==> images/m3.png <==
Drawn at 1.5 px/um.
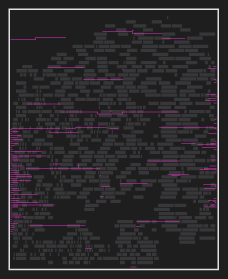
==> images/sizing.png <==
Drawn at 2 px/um.
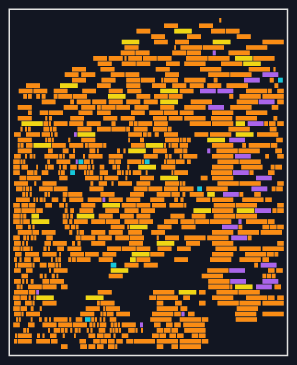
==> images/class_map.png <==
Drawn at 3 px/um.
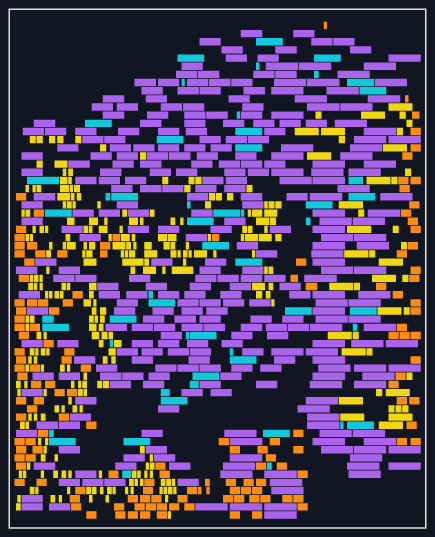
==> images/ff_map.png <==
Drawn at 2 px/um. Other sequential cells in the stronger grey, the rest of the logic in the fainter grey.
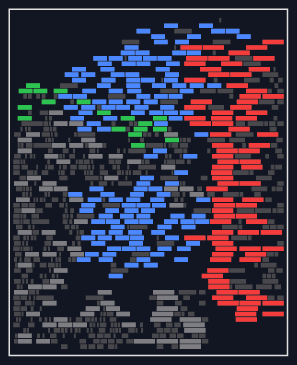
Design top_stream_driver, sky130hd; sources not shown.
==> impl_metrics.toml <==
# synthesis and place-and-route metrics
[final_timing]
hold_violations = 0
max_freq_mhz = 302
max_slew_margin = -0.932
finalMaxSlewViolations = 155
tightest_slew_ps = 2900
tns_ps = 0

[global_routing]
grt_pass1_vias = 5148
antenna_found_initial = 0

[final_layout]
final_nets = 849
drive_above_1_share = 0.0910
mostFrequentLayoutCell = "dfxtp_1"
layout_top_cells = "dfxtp_1, edfxtp_1, dlygate4sd3_1"
largest_register_ffs = 144

[clocking]
clock_latency_ps = 530
post_cts_buffers = 0
cts_buffers = 29

[setup_path]
r2r_slack_ps = 1070
critPathKind = "reg -> out"
end_kind = "primary output"
r2r_cells = 11
crit_path_start_kind = "register"

[place]
dp_hpwl_um = 9720

[min_path]
hp-class = "reg -> reg"
holdPathStages = 0

[routing]
drtIter0Drc = 195
drc = 14
postRouteAntennaNets = 0

[status]
violations = "DRC, capacitance limit, slew limit"
outcome = "finished, violations left"

[die]
die_area_sq_um = 23900
core_util_floorplan = 0.406

[synthesis]
synthTopCellsByArea = "dfxtp_1, edfxtp_1, mux4_2, nand2_1, a21oi_1"
ys_types = 29

[power_and_ir_drop]
p_total_mw = 6.71
p_leak_nw = 4.36
peakVddDrop_v = 0.000395

[run]
drv_cap = 5
warnings = 30
-- m3.png (at the start) --
- main direction: horizontal
- nets with wire on the layer: 95
final WL: 15000 um
met3 usage: 0.0363
via count: 4971

-- sizing.png (at the start) --
- orange: x1 and smaller (cells 719; share 91%)
- purple: x2 (cells 30; share 3.8%)
- cyan: x3 and x4 (cells 7; share 0.88%)
- yellow: x6 and larger (cells 35; share 4.4%)
bufs w/o clock: 143
Final WS setup: 287 ps
final instance area: 11800 sq um
Area Overhead vs Synth: 27.4%

-- class_map.png (at the start) --
- purple: registers (cells 318; share of their area 64%)
- orange: remaining buffers and delay cells (cells 143; share of their area 12%)
- yellow: remaining logic cells (cells 278; share of their area 16%)
- cyan: clock drivers and dummy loads (cells 52; share of their area 7.8%)
Seq area share: 0.619
Rows: 62
area of the core: 22900 sq um
Util after Layout: 0.518

-- ff_map.png (at the start) --
- green: `tag_q` (flops 18)
- blue: `seq_line_q` (flops 144)
- red: `u_fifo.mem_q` (flops 84; where a vertical strip on the right)
- not coloured: 72
Seq power: 3.70 mW
Flop area: 7330 sq um

-- cells in the mapped netlist, types with 5 or more instances --
master and n:
dfxtp_1 222, or3_1 6, nor2b_1 17, ha_1 12, edfxtp_1 96, nand2_1 81
nor2_1 16, clkbuf_1 14, buf_2 9, a21oi_1 50, xor2_1 5, inv_1 11
and2_1 25, nand3_1 7, mux4_2 21
-- power by group --
part           internal [mW]  switching [mW]
combinational         0.0721          0.0776
sequential              3.69         0.00636
clock                   1.63            1.23
-- layer usage --
layer  global-route usage  part of all wire
met5                    0                 0
met4               0.0405             0.018
met3               0.0363             0.068
met2                0.245              0.51
met1                0.147              0.40
-- cells by family after synthesis --
logic type	count (synthesis)	synth area share
adder cells (fa/ha/maj)	14	0.0205
buffers and inverters	36	0.0158
flip-flops	318	0.788
AND/OR/NAND/NOR	163	0.0831
XOR/XNOR	7	0.00660
AND-OR/OR-AND	60	0.0338
multiplexers	22	0.0520
-- per-stage QoR --
stage | instances | utilization | area, sq um | setup slack, ps
6_report | 1079 | 0.518 | 11800 | 287
5_1_grt | 1079 | 0.518 | 11800 | 147
3_5_place_dp | 1027 | 0.479 | 11000 | 657
3_3_place_gp | 1027 | 0.479 | 11000 | 766
4_1_cts | 1079 | 0.518 | 11900 | 198
2_1_floorplan | 620 | - | 9290 | 855
-- critical path, stage by stage (launching register included) --
cell and delay [ps]:
dfxtp_1 320, buf_6 280, mux4_2 540, and2_1 160, dlygate4sd3_1 750
-- layout make-up --
type | instances | area [sq um] | share of cell area
Clock inverter | 13 | 105 | 0.00887
Inverter | 12 | 45.0 | 0.00380
Sequential cell | 318 | 7330 | 0.619
Timing Repair Buffer | 143 | 1390 | 0.117
Tap cell | 288 | 360 | 0.0304
Multi-Input combinational cell | 266 | 1820 | 0.154
Clock buffer | 39 | 796 | 0.0672
-- repair_timing --
item | CTS | global route
endpoints found under the hold margin | 0 | 0
setup endpoints to repair | 0 | 18
resized | 0 | 1
Power and IR drop assume default switching activity.
